**src/rtl/node_injector.sv**
```systemverilog
// Injection port of a network node: queues offered payloads with an acceptance
// timestamp and presents the oldest one to the network until it is taken.
module node_injector #(
   parameter int unsigned DATA_WIDTH = 32,
   parameter int unsigned DEST_WIDTH = 4,
   parameter int unsigned SOURCE_ID  = 0,
   parameter int unsigned FIFO_DEPTH = 4,
   parameter int unsigned TS_WIDTH   = 32
) (
   input  logic                          clk,
   input  logic                          rst,
   input  logic [DATA_WIDTH-1:0]         i_data,
   input  logic [DEST_WIDTH-1:0]         i_dest,
   input  logic                          i_data_val,
   output logic                          o_en,
   output logic [DATA_WIDTH-1:0]         pkt_data,
   output logic [DEST_WIDTH-1:0]         pkt_dest,
   output logic [DEST_WIDTH-1:0]         pkt_source,
   output logic [TS_WIDTH-1:0]           pkt_timestamp,
   output logic                          pkt_valid,
   input  logic                          net_full,
   output logic [$clog2(FIFO_DEPTH):0]   o_level,
   output logic [15:0]                   o_sent_count
);

   localparam int unsigned AW = $clog2(FIFO_DEPTH);
   localparam logic [DEST_WIDTH-1:0] SRC = DEST_WIDTH'(SOURCE_ID);
   localparam logic [AW:0] DEPTH_L = (AW+1)'(FIFO_DEPTH);

   logic [DATA_WIDTH-1:0] mem_data [FIFO_DEPTH];
   logic [DEST_WIDTH-1:0] mem_dest [FIFO_DEPTH];
   logic [TS_WIDTH-1:0]   mem_ts   [FIFO_DEPTH];

   logic [AW-1:0]       wr_ptr;
   logic [AW-1:0]       rd_ptr;
   logic [AW:0]         level;
   logic [TS_WIDTH-1:0] ts_cnt;
   logic [15:0]         sent;
   logic                push;
   logic                pop;

   // o_en depends only on registered occupancy, never on this cycle's inputs
   assign o_en         = (level < DEPTH_L);
   assign pkt_valid    = (level != '0);
   assign push         = i_data_val & o_en;
   assign pop          = pkt_valid & ~net_full;
   assign o_level      = level;
   assign o_sent_count = sent;

   always_ff @(posedge clk) begin
      if (rst) begin
         wr_ptr <= '0;
         rd_ptr <= '0;
         level  <= '0;
         ts_cnt <= '0;
         sent   <= '0;
      end else begin
         ts_cnt <= ts_cnt + 1'b1;
         if (push)
            wr_ptr <= wr_ptr + 1'b1;
         if (pop) begin
            rd_ptr <= rd_ptr + 1'b1;
            if (sent != '1)
               sent <= sent + 1'b1;
         end
         case ({push, pop})
            2'b10:   level <= level + 1'b1;
            2'b01:   level <= level - 1'b1;
            default: level <= level;
         endcase
      end
   end

   // Storage needs no reset: entries are only visible through valid pointers
   always_ff @(posedge clk) begin
      if (push && !rst) begin
         mem_data[wr_ptr] <= i_data;
         mem_dest[wr_ptr] <= i_dest;
         mem_ts[wr_ptr]   <= ts_cnt;
      end
   end

   always_comb begin
      pkt_data      = '0;
      pkt_dest      = '0;
      pkt_source    = '0;
      pkt_timestamp = '0;
      if (pkt_valid) begin
         pkt_data      = mem_data[rd_ptr];
         pkt_dest      = mem_dest[rd_ptr];
         pkt_source    = SRC;
         pkt_timestamp = mem_ts[rd_ptr];
      end
   end

endmodule

```
**config.mk**
```make
export PLATFORM = sky130hd
export DESIGN_NAME = node_injector
export DESIGN_NICKNAME = d
export VERILOG_FILES = /design/src/rtl/node_injector.sv
export SDC_FILE = /design/constraint.sdc
export NUM_CORES = 1
export LEC_CHECK = 0
export CORE_UTILIZATION = 57
export CTS_CLUSTER_DIAMETER = 100
export CTS_CLUSTER_SIZE = 8
export DETAILED_ROUTE_END_ITERATION = 7
export DONT_BUFFER_PORTS = 1
export GPL_TIMING_DRIVEN = 0
export HOLD_SLACK_MARGIN = 0.1
export PLACE_DENSITY = 0.75
export SYNTH_ARGS = -nofsm -noshare
export SYNTH_HDL_FRONTEND = slang
export SYNTH_SLANG_ARGS = --single-unit
```
**constraint.sdc**
```tcl
create_clock -name clk -period 2.9 [get_ports clk]
set_clock_uncertainty 0.1 [all_clocks]
set_input_delay 0.29 -clock clk [delete_from_list [all_inputs] [get_ports clk]]
set_output_delay 0.29 -clock clk [all_outputs]
set_load 0.005 [all_outputs]
```
Run 1, where the registers sit:
Bar = 50 µm.
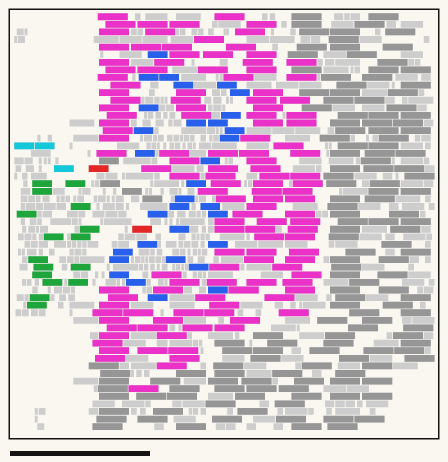
legend:
  magenta:
    name_in_the_netlist: mem_ts
    sequential_cells: 128
  green:
    name_in_the_netlist: o_sent_count
    sequential_cells: 16
    where: middle left
  blue:
    name_in_the_netlist: ts_cnt
    sequential_cells: 32
  red:
    name_in_the_netlist: rd_ptr
    sequential_cells: 2
  cyan:
    name_in_the_netlist: o_level
    sequential_cells: 3
Seq. cell area: 9310 µm²
Core Util, Final: 67.7%
flop share of the area: 60.9%

Run 1, cell outlines without signal wires:
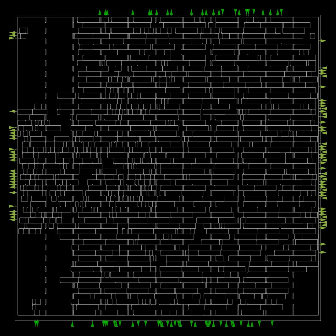
flop count: 329
Fill cells: 1468
# rows: 55
core area: 22600 µm²
Final Instance Count excl. Fillers: 1168

Run 1, power grid:
Bar = 50 µm. Pins as bars on the die edge. Tap cells in grey.
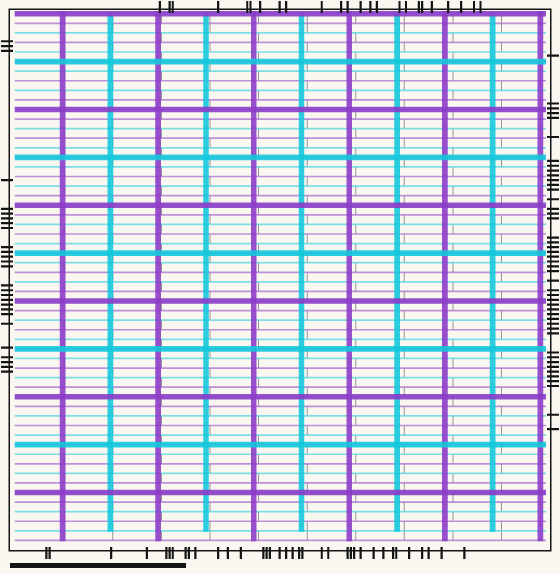
legend:
  purple:
    net: VSS
  cyan:
    net: VDD
met1 rails: 56
met5 straps: 11
rows: 55
met4 straps: 11
tap cells: 285
chip width: 153 µm
DIE HEIGHT: 153 µm
VDD IR max: 0.428 mV

Run 1, wires at chosen ports, followed through buffers:
Bar = 50 µm.
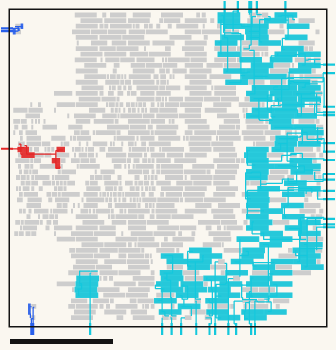
legend:
  cyan:
    port: i_data
    direction: input
    edge: 15 right, 11 bottom, 6 top
    end_cells: 128
    buffers: 32
    wire: 1720 µm
  blue:
    port: pkt_source
    direction: output
    edge: 2 left, 2 bottom
    end_cells: 4
    buffers: 4
    wire: 30.3 µm
  red:
    port: net_full
    direction: input
    edge: left
    end_cells: 8
    buffers: 1
    wire: 49.7 µm
num ports: 133
# port buffers: 0

==> impl_metrics.csv, run 1 <==
group,metric,value,unit
run_status,status,"complete, no violations",
worst_setup_path,critPathRequiredTime,2510,ps
clock_network,path_clk_slew,50,ps
power_and_ir_drop,p_comb,2.40,mW
timing,fmax,0.358,GHz
global_routing,grt_pass1_wl,39800,µm
layout,sh_comb_area,23.1,%
synth,synth_top_area_share,62.5,%
layout,buf_share,4.64,%
synth,yosysChipArea,13100,µm²
layout,largest_class,"registers",
power_and_ir_drop,p_leak,4.95,nW
synth,post_synth_instance_area,13100,µm²
drt,vias,7028,
synth,synth-xor-area-share,1.14,%
drt,drt-total-wl,25400,µm
worst_setup_path,setup.worst_path.end,"pkt_timestamp[6]",
clock_network,cts_tree,"done",
drt,viasPerCell,6.02,
clock_network,cts_buffers,47,
job,tool_warnings,29,
power_and_ir_drop,power.share.combinational,18.8,%
timing,final-max-slew-violation-count,0,
layout,comb_cells,378,
global_routing,met1_usage,28.5,%
timing,timing.final.setup_violations,0,
power_and_ir_drop,p_int,9.56,mW
clock_network,cts_buffer_depth,3,
worst_setup_path,critPathMaxFanout,10,
synth,ys.flop_type,"edfxtp_1",
timing,worst_slew_pin_slew,738,ps
layout,lay_top_cells,"edfxtp_1 (272), and2_1 (73), mux4_2 (68)",
synth,ys_cells,760,
power_and_ir_drop,p_total,12.8,mW
die,fp_util,57.9,%
clock_network,h-tree-depth,2,
layout,final_area,15300,µm²
synth,synth.distinct_cells,46,
place,placed_cell_area,13500,µm²
drt,highest_layer,"met4",
worst_setup_path,r2r_setup_slack,520,ps
clock_network,cts-resized-gates,7,
global_routing,antenna_found_initial,0,
layout,diodes,0,
worst_setup_path,critical_path_buf_inv_count,2,
min_path,hold_path.class,"input pin to flip-flop",
place,place_congestion,0.761,
layout,clk_share,8.74,%
timing,holdWs,170,ps
worst_setup_path,worstPathCellList,"clkbuf_1 -> clkbuf_1 -> mux4_2 -> and2_1",
clock_network,clkLatencyLatePin,530,ps
drt,drc,0,
global_routing,grt_usage,22.3,%
layout,logic_area,3530,µm²
timing,worst_slack,105,ps
global_routing,met2_usage,38.3,%
power_and_ir_drop,power_sequential,5.51,mW
worst_setup_path,crit_top_cell,"clkbuf_1",
die,taps,285,
timing,finalHoldViolations,0,
drt,drt_iter0_markers,575,
global_routing,grt_pass1_vias,7483,
layout,nets,902,
drt,met3_wirelength,1600,µm
worst_setup_path,crit_path_start_kind,"flip-flop",
synth,largest_area_cell,"edfxtp_1",
timing,slew_headroom,50.8,%
global_routing,grt_max_degree,46,
worst_setup_path,crit_slowest_cell,"clkbuf_1",
drt,dr_wl_met2,13000,µm
min_path,hold_path.startpoint,"rst",
global_routing,busiest_layer,"met2",
worst_setup_path,slowest_delay,610,ps
synth,synthArstFlopShare,0,%
synth,yosys-top-cells-count,"edfxtp_1 (272), and2_1 (77), mux4_2 (68), dfxtp_1 (57), nor2_1 (35)",
power_and_ir_drop,netSwitchingFraction,25.1,%
power_and_ir_drop,powerDensity,835,nW/µm²
power_and_ir_drop,pwr-share-seq,43.2,%
min_path,min_to,"ts_cnt[27]",
Run 1, local utilization:
Bar = 50 µm. The die is cut into 15 by 15 equal tiles; white is low, dark blue is high, 0 to 100% covered.
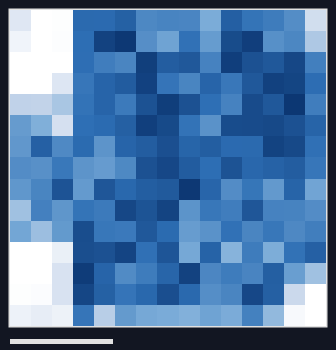

--- run 2 (diff from run 1) ---
--- a/config.mk
+++ b/config.mk
@@ -5,6 +5,7 @@
 export SDC_FILE = /design/constraint.sdc
 export NUM_CORES = 1
 export LEC_CHECK = 0
+export ABC_AREA = 1
 export CORE_UTILIZATION = 57
 export CTS_CLUSTER_DIAMETER = 100
 export CTS_CLUSTER_SIZE = 8
Run 2, local utilization:
Bar = 50 µm. The die is cut into 16 by 16 equal tiles; white is low, dark blue is high, 0 to 100% covered.
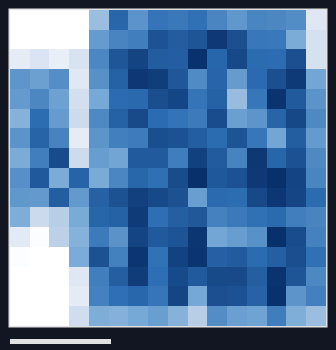
emptiest ninth of the die: lower left
nearly empty tiles: 8.2%
mean over tiles: 64%
tiles over 75% full: 44%
fullest tile: 100%
FP Util: 58.0%
Core Util, Final: 68.0%
core area: 23400 µm²

==> run 2 against run 1 <==
Routed wire length grew 22%. Core utilization grew 0.26 points. Cell count is 46% higher. Critical path depth increased by 1. Register-to-register slack lost 60 ps. Highest routed layer unchanged. Die size increased by 3.9%. Sequential power about the same. Largest power group unchanged.
==> impl_metrics.csv, run 2 <==
group,metric,value,unit
run_status,status,"complete, no violations",
clock_network,path_clk_slew,50,ps
drt,vias,9422,
power_and_ir_drop,p_comb,2.82,mW
layout,ff_count,329,
worst_setup_path,setup.worst_path.end,"pkt_timestamp[26]",
global_routing,grt_usage,25.4,%
place,placed_cell_area,14200,µm²
global_routing,grt_pass1_vias,9067,
synth,post_synth_instance_area,13600,µm²
worst_setup_path,r2r_setup_slack,460,ps
global_routing,met2_usage,43.0,%
power_and_ir_drop,powerDensity,830,nW/µm²
die,die_h,156,µm
die,taps,319,
die,row_count,56,
drt,dr_wl_met2,15000,µm
layout,regArea,9310,µm²
synth,yosysChipArea,13600,µm²
layout,diodes,0,
die,io_pins,133,
drt,drc,0,
min_path,min_to,"mem_ts[0][11]",
worst_setup_path,crit_path_start_kind,"flip-flop",
layout,sh_comb_area,23.7,%
power_and_ir_drop,pwr-share-seq,41.5,%
worst_setup_path,critPathRequiredTime,2510,ps
timing,worst_slew_pin_slew,898,ps
layout,final_cells,1710,
drt,highest_layer,"met4",
die,die_x,156,µm
layout,logic_area,3780,µm²
worst_setup_path,slowest_delay,420,ps
power_and_ir_drop,p_leak,5.53,nW
power_and_ir_drop,power.share.combinational,21.4,%
place,place_congestion,0.860,
synth,synth-xor-area-share,0.645,%
global_routing,busiest_layer,"met2",
worst_setup_path,critPathMaxFanout,10,
layout,lay_top_cells,"nor2_1 (352), edfxtp_1 (272), o21ai_0 (147)",
timing,fmax,0.373,GHz
min_path,hold_path.startpoint,"i_data_val",
timing,slew_headroom,40.0,%
layout,comb_cells,818,
clock_network,cts_buffers,47,
power_and_ir_drop,p_total,13.2,mW
timing,worst_slack,215,ps
power_and_ir_drop,vdd_drop_max,0.477,mV
layout,largest_class,"registers",
drt,drt_iter0_markers,784,
power_and_ir_drop,p_int,9.18,mW
timing,finalHoldViolations,0,
place,io_buffers,0,
synth,ys_cells,1263,
synth,synth_top_area_share,60.2,%
synth,ys.flop_type,"edfxtp_1",
worst_setup_path,worstPathCellList,"inv_2 -> buf_2 -> clkbuf_1 -> o21ai_0 -> a21oi_1",
global_routing,grt_pass1_wl,47400,µm
layout,seq_area_share,58.5,%
global_routing,grt_max_degree,30,
Run 2, wires at chosen ports, followed through buffers:
Bar = 50 µm.
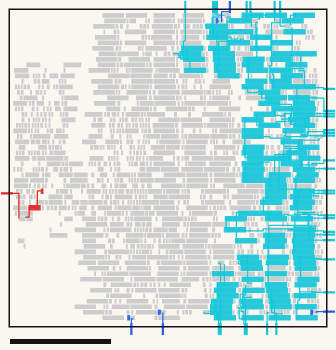
legend:
  blue:
    port: pkt_source
    direction: output
    edge: 2 bottom, 1 top, 1 right
    end_cells: 4
    buffers: 4
    wire: 26.9 µm
  cyan:
    port: i_data
    direction: input
    edge: 18 right, 8 top, 6 bottom
    end_cells: 128
    buffers: 32
    wire: 1620 µm
  red:
    port: net_full
    direction: input
    edge: left
    end_cells: 2
    buffers: 1
    wire: 37.2 µm

Run 2, where the registers sit:
Bar = 50 µm.
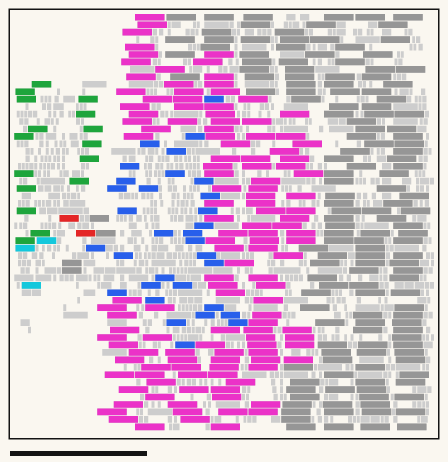

--- run 3 (diff from run 2) ---
--- a/config.mk
+++ b/config.mk
@@ -6,6 +6,7 @@
 export NUM_CORES = 1
 export LEC_CHECK = 0
 export ABC_AREA = 1
+export CORE_ASPECT_RATIO = 0.75
 export CORE_UTILIZATION = 57
 export CTS_CLUSTER_DIAMETER = 100
 export CTS_CLUSTER_SIZE = 8
@@ -14,6 +15,7 @@
 export GPL_TIMING_DRIVEN = 0
 export HOLD_SLACK_MARGIN = 0.1
 export PLACE_DENSITY = 0.75
+export SLEW_MARGIN = 10
 export SYNTH_ARGS = -nofsm -noshare
 export SYNTH_HDL_FRONTEND = slang
 export SYNTH_SLANG_ARGS = --single-unit
Run 3, where the registers sit:
Bar = 50 µm.
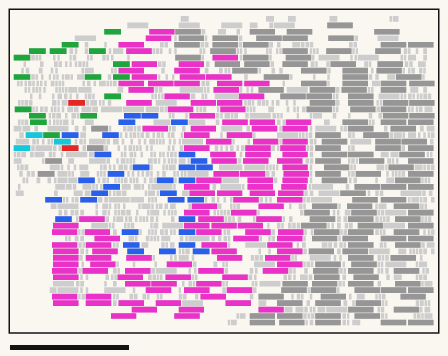
legend:
  magenta:
    name_in_the_netlist: mem_ts
    sequential_cells: 128
  cyan:
    name_in_the_netlist: o_level
    sequential_cells: 3
  green:
    name_in_the_netlist: o_sent_count
    sequential_cells: 16
    where: upper left
  blue:
    name_in_the_netlist: ts_cnt
    sequential_cells: 32
  red:
    name_in_the_netlist: rd_ptr
    sequential_cells: 2
Core Util, Final: 68.5%
flop share of the area: 58.6%
P_seq: 5.49 mW

==> run 3 against run 2 <==
Synthesized area did not move. Critical endpoint is now pkt_timestamp[27]. Critical path depth did not move. Worst setup slack improved by 13 ps. Core utilization rose by 0.53 points.
==> impl_metrics.csv, run 3 <==
group,metric,value,unit
run_status,status,"complete, no violations",
global_routing,grt_pass1_wl,49300,µm
global_routing,met2_usage,42.1,%
layout,largest_class,"registers",
clock_network,cts_buffer_depth,3,
worst_setup_path,timing.rr.start,"o_level[2]",
worst_setup_path,critPathMaxFanout,10,
timing,fmax,0.374,GHz
layout,lay_top_cells,"nor2_1 (352), edfxtp_1 (272), o21ai_0 (147)",
clock_network,path_clk_slew,50,ps
place,io_buffers,0,
power_and_ir_drop,powerDensity,823,nW/µm²
timing,slew_headroom,47.3,%
layout,comb_cells,819,
layout,logic_area,3780,µm²
place,place_congestion,0.848,
drt,highest_layer,"met4",
synth,synth_top_area_share,60.2,%
power_and_ir_drop,pwr-share-seq,42.0,%
drt,vias,9431,
place,placed_cell_area,14200,µm²
timing,finalHoldViolations,0,
power_and_ir_drop,p_total,13.1,mW
synth,yosysChipArea,13600,µm²
synth,post_synth_instance_area,13600,µm²
power_and_ir_drop,p_int,9.06,mW
global_routing,grt_pass1_vias,9162,
clock_network,cts-resized-gates,0,
die,io_pins,133,
timing,worst_slack,229,ps
synth,ys_cells,1263,
die,taps,300,
synth,edf_count,272,
worst_setup_path,worstPathCellList,"inv_2 -> buf_2 -> clkbuf_1 -> o21ai_0 -> a21oi_1",
worst_setup_path,crit_path_start_kind,"flip-flop",
layout,ff_count,329,
power_and_ir_drop,p_comb,2.83,mW
min_path,hold_path.startpoint,"i_data[1]",
synth,synth-xor-area-share,0.645,%
synth,yosysWarnings,0,
min_path,min_to,"mem_data[0][1]",
worst_setup_path,r2r_setup_slack,440,ps
die,die_x,180,µm
power_and_ir_drop,p_leak,5.54,nW
global_routing,busiest_layer,"met2",
drt,dr_wl_met2,14600,µm
layout,sh_comb_area,23.8,%
synth,ys.flop_type,"edfxtp_1",
global_routing,grt_max_degree,27,
synth,synth_cells,1263,
clock_network,cts_buffers,47,
drt,drt_iter0_markers,960,
worst_setup_path,setup.worst_path.end,"pkt_timestamp[27]",
worst_setup_path,slowest_delay,440,ps
layout,diodes,0,
timing,worst_slew_pin_slew,789,ps
layout,final_cells,1682,
global_routing,grt_usage,26.2,%
power_and_ir_drop,power.share.combinational,21.7,%
worst_setup_path,critical_path_buf_inv_count,3,
place,dp_cells,1575,
timing,rsz0062_at_grt,"no",
power_and_ir_drop,p_sw,4.02,mW
layout,regArea,9310,µm²
die,row_count,48,
Run 3, power grid:
Bar = 50 µm. Pins as bars on the die edge. Tap cells in grey.
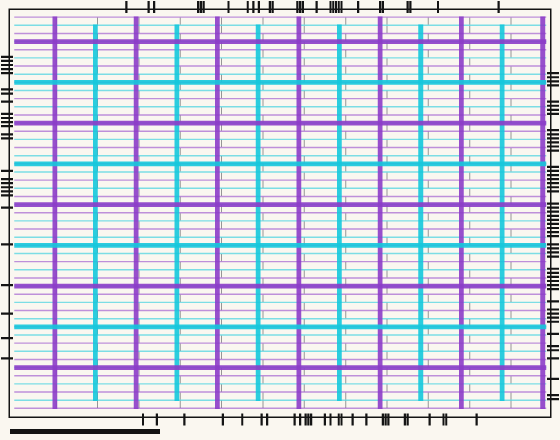
legend:
  purple:
    net: VSS
  cyan:
    net: VDD
met1 rails: 49
signal pins: 133
met4 straps: 13
tap cells: 300
VDD IR max: 0.532 mV
core area: 23200 µm²
DIE HEIGHT: 136 µm

Power is estimated from default activity; no workload was simulated.
